==> config.mk <==
export PLATFORM = sky130hd
export DESIGN_NAME = digit_scan_ctrl
export DESIGN_NICKNAME = d
export VERILOG_FILES = /design/src/rtl/digit_scan_ctrl.sv
export SDC_FILE = /design/constraint.sdc
export NUM_CORES = 1
export LEC_CHECK = 0
export ABC_AREA = 1
export CAP_MARGIN = 20
export CORE_MARGIN = 4
export CORE_UTILIZATION = 50
export DETAILED_ROUTE_END_ITERATION = 7
export PLACE_DENSITY = 0.82
export SLEW_MARGIN = 40
export SYNTH_ARGS = -nofsm -noshare
export SYNTH_HDL_FRONTEND = slang
export SYNTH_SLANG_ARGS = --single-unit
==> constraint.sdc <==
create_clock -name clk -period 1.8 [get_ports clk]
set_input_delay 0.45 -clock clk [delete_from_list [all_inputs] [get_ports clk]]
set_output_delay 0.45 -clock clk [all_outputs]
set_load 0.005 [all_outputs]
Figure 1. Cell sizes after repair (run 1).
Scale bar: 20 µm.
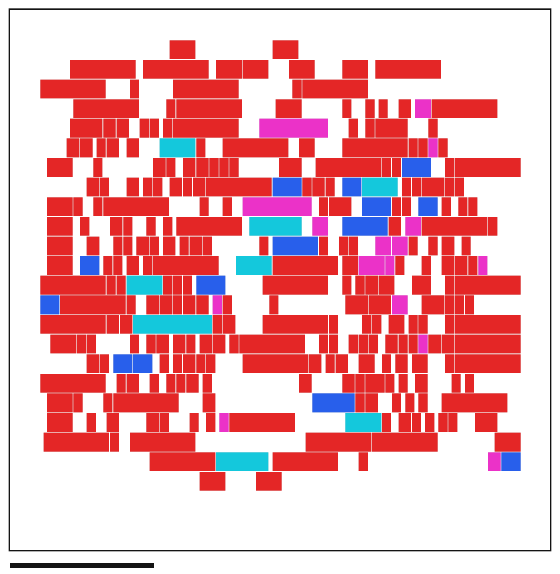
blue -> drive 3 to 4  # cells 14, share 4.6%
cyan -> drive 6 and up  # cells 8, share 2.6%
magenta -> drive 2  # cells 16, share 5.2%
red -> drive 1 or less  # cells 269, share 88%
Area Growth Syn to Fin: 17.1%
post-route cell area: 0.00262 mm²
number of non-clock buffers in the layout: 26
worst-case setup margin in the final layout: 40.6 ps

Figure 2. Clock network drawn from the DEF (run 1).
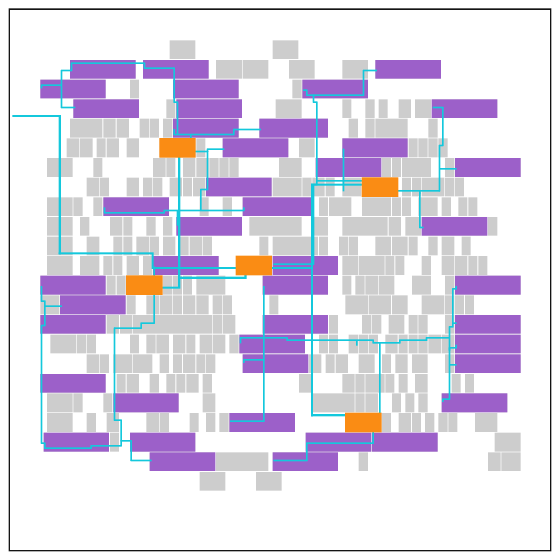
cyan -> clock wires  # length 511 µm
orange -> cells driving clock nets  # count 5
purple -> flip-flops  # count 43
routed clock nets = 6
flops lie = widely spread
clock network fraction of total power: 0.388
Power Clock: 749 µW
clk_lat worst skew: 300 ps

Figure 3. Where the registers sit (run 1).
Scale bar: 20 µm. Other sequential cells in the stronger grey, the rest of the logic in the fainter grey.
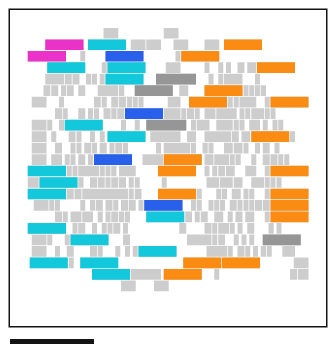
cyan -> disp  # flops 16
blue -> nibble  # flops 4
orange -> pre  # flops 17
magenta -> byte_cnt  # flops 2
not coloured = 4
register area: 0.00108 mm²
Finished Core Util: 0.601
P_seq: 1.02 mW

==> run notes <==
Physical implementation

The post-synthesis async set-or-reset flop share is 1.00. The mean instance size in the synthesized netlist is 7.96 µm². For met1 alone, demand over resource in global routing was 0.204. Clock-pin slew was measured on the worst setup and hold paths at 90 ps. Adding up every negative setup slack in the final design gives 0 ps.

At the pin with the least slew margin, the transition time is 529 ps. In the routed design, unresolved DRC markers number 0. The total routed wirelength is 4.44 mm. The type of element capturing the critical path is an output pin. The sequential fraction of the synthesis area is 0.482. The repair_antennas step left the layout with diodes totalling 0. The clock tree from TritonCTS is yes. The leakage component of the power was reported as 1.30 nW. Once detail routing completed, the nets flagged for antenna violations numbered 0. The fraction of layout instances using a drive strength above 1 is 0.124. The first routing iteration left 75 violations.

The max capacitance violation total is 0. STA classifies the critical path startpoint as a flip-flop. The via density per instance is 5.10. Yosys reported a register bit count of 43. The met2 layer usage reported by global route is 0.335. The analysis reports a worst IR drop on VDD of 0.548 mV. The final hold violation count is 0.

The number of pins exceeding their max-slew limit in the final report is 0. The register with the most flip-flops in the layout has 17 of them. In the synthesized netlist, the cells that appear most often are nor2_1 (57), inv_1 (44), dfrtp_1 (42), nand2_1 (36), nand3_1 (22). Counting I/O delays and the setup requirement, the final critical path takes 1760 ps. The floorplan die height is 74.9 µm. TritonRoute output was used to compute an average wire per cell of 12.4 µm. Switching power as a fraction of the total was reported as 0.227.

The die extent in x is 74.9 µm. The power report lists cell-internal power as 1.49 mW. Looking at the global route congestion table, the highest-usage layer is met2. The cell sequence reported for the critical path is clkdlybuf4s50_1. The HPWL after detailed placement is 3.34 mm. Per the timing report, the biggest fanout along the worst path comes to 1. The share of power burned in registers is 0.526. The worst setup timing slack at the placement stage is -105 ps.

The class of the tightest hold or removal check is in2async. The layout has 382 filler cells. The flow reported a cell area power density of 738 mW/mm². The family with the most delay on the worst path is flip-flops. In this run the full chip footprint comes out at 0.00561 mm². Buffers inserted during clock tree synthesis total 5. The pre-placement core utilization is 0.514. Per the layout area report, the combinational gate area comes to 927 µm². The total cells reported by yosys after synthesis is 281.

The net switching power of the design is 438 µW. Across all stage logs, warnings added up to 26. The arrival time reported for the critical path endpoint is 1310 ps. The main area contributors are dfrtp_1 (47%), nor2_1 (9.6%), inv_1 (7.4%), nand2_1 (6.0%), nand3_1 (4.9%). The number of buffers and inverters on the critical path is 1. Across the routed clock network, the largest skew measured is 11.8 ps. The via count of the first global-routing pass was 1835. The synthesized design contains 0 enable-type register cells. The cell count of the worst reg-to-reg path is 10.

The synthesis report lists the Yosys warning total as 0. Entering global routing, the biggest net connects 44 pins. In this run the number of cells on the critical path is 1.

Per the placement log, port buffering inserted 19 buffers. The first-pass GRT wire length is 7.82 mm. The area of the synthesized netlist per yosys stat is 0.00224 mm². The final layout contains 320 nets.

In this run the cell area of the synthesized design comes to 0.00224 mm². The worst hold margin is 192 ps. Measured against its own limit, the worst slew margin works out to 0.648. The routed layout has 1832 vias. The run finished with clean final reports. The initial antenna violation count is 0. At the worst endpoint, the required time is 1350 ps. For this run, the leading register cell type out of synthesis is dfrtp_1. The root cell of the clock tree is clkbuf_8. The global routing report lists combined usage of all routing layers as 0.182. The combinational share of power is 0.086. The timing report shows that the slowest cell on the worst path is dfstp_2. The final tally of setup violations is 0. Per the synthesis report, the dominant area consumer among library cells is dfrtp_1. The count of boundary I/O pins is 20.

The core region is 0.00435 mm². The most common cell in the netlist is nor2_1. The fraction of the cycle the final worst path needs is 0.977. Counting every instance in the synthesized netlist gives 281.

RePlAce ended its routability-driven mode at a weighted congestion of 0.887. The H-tree was split into 2 levels. The critical path is of the reg2out type.

The count of buffers added by post-CTS timing repair for setup is 0. The total number of placement rows is 24. The post-synthesis cell type count is 28. The setup slack on the worst flop-to-flop path is 150 ps. Counting along the longest clock path gives a buffer depth of 2. The CTS sink count is 43. The longest incremental delay of any stage on the critical path is reported as 520 ps.

For this run the aggregate overflow at the end of global routing stands at 0. In this run, post-CTS hold repair placed 0 buffers. The net count after synthesis is 295. The first detailed-routing pass ran for 4 iterations. On met3, the global router reports a usage of 0.0360. Setup repair after global routing left no endpoint under its margin. For this run, the top clock speed supported by timing is 568 MHz. The overall power consumption is 1.93 mW. The count of cells resized by post-cts repair is 0.
## run 1: layout make-up
type | instances | area share
clock buffer | 6 | 0.0277
clock inverter | 2 | 0.0143
inverter | 50 | 0.0717
multi-input combinational | 180 | 0.354
sequential | 43 | 0.412
tap | 52 | 0.0248
timing repair buffer | 26 | 0.0956
## run 1: metal layers
metal / vias to the layer above / share of wire
li1: 926 / -
met1: 849 / 0.42
met2: 48 / 0.52
met3: 9 / 0.041
met4: 0 / 0.021
met5: - / 0
## run 1: per-stage QoR
step                      area [µm²]  std cells
after floorplan                 2240        281
after global placement          2510        351
after detailed placement        2510        351
after CTS                       2620        359
after global routing            2620        359
final                           2620        359
## run 1: power by group through the flow
| stage | Sequential (mW) | Combinational, mW | Clock (mW) |
|---|---|---|---|
| after global routing | 1.02 | 0.190 | 0.800 |
| after CTS | 1.02 | 0.170 | 0.760 |
| final | 1.02 | 0.166 | 0.749 |
| after floorplan | 1.03 | 0.0808 | 0 |
| after detailed placement | 1.04 | 0.169 | 0 |
| after global placement | 1.03 | 0.165 | 0 |
## run 1: cells in the final DEF, fill, tap and decap left out, types with 2 or more instances in the layout
cell type and count:
a21oi_1 8, buf_4 6, clkbuf_8 5, clkdlybuf4s50_1 18, dfrtp_1 41, ha_1 2, inv_1 44, inv_2 6
nand2_1 36, nand2_2 2, nand2_4 2, nand3_1 22, nand3_4 2, nand4_1 5, nor2_1 57, nor2_2 4
nor2_4 2, nor3_1 19, o21ai_0 6, xnor2_1 2, xor2_1 5
## run 1: cells by family after synthesis
family / after synthesis / synth area share
AND/OR/NAND/NOR: 156 / 0.341
buffers and inverters: 58 / 0.104
flip-flops: 43 / 0.482
AND-OR/OR-AND: 15 / 0.0347
XOR/XNOR: 7 / 0.0274
adder cells (fa/ha/maj): 2 / 0.0112
No activity file was given, so power comes from the tool's default toggle rates.
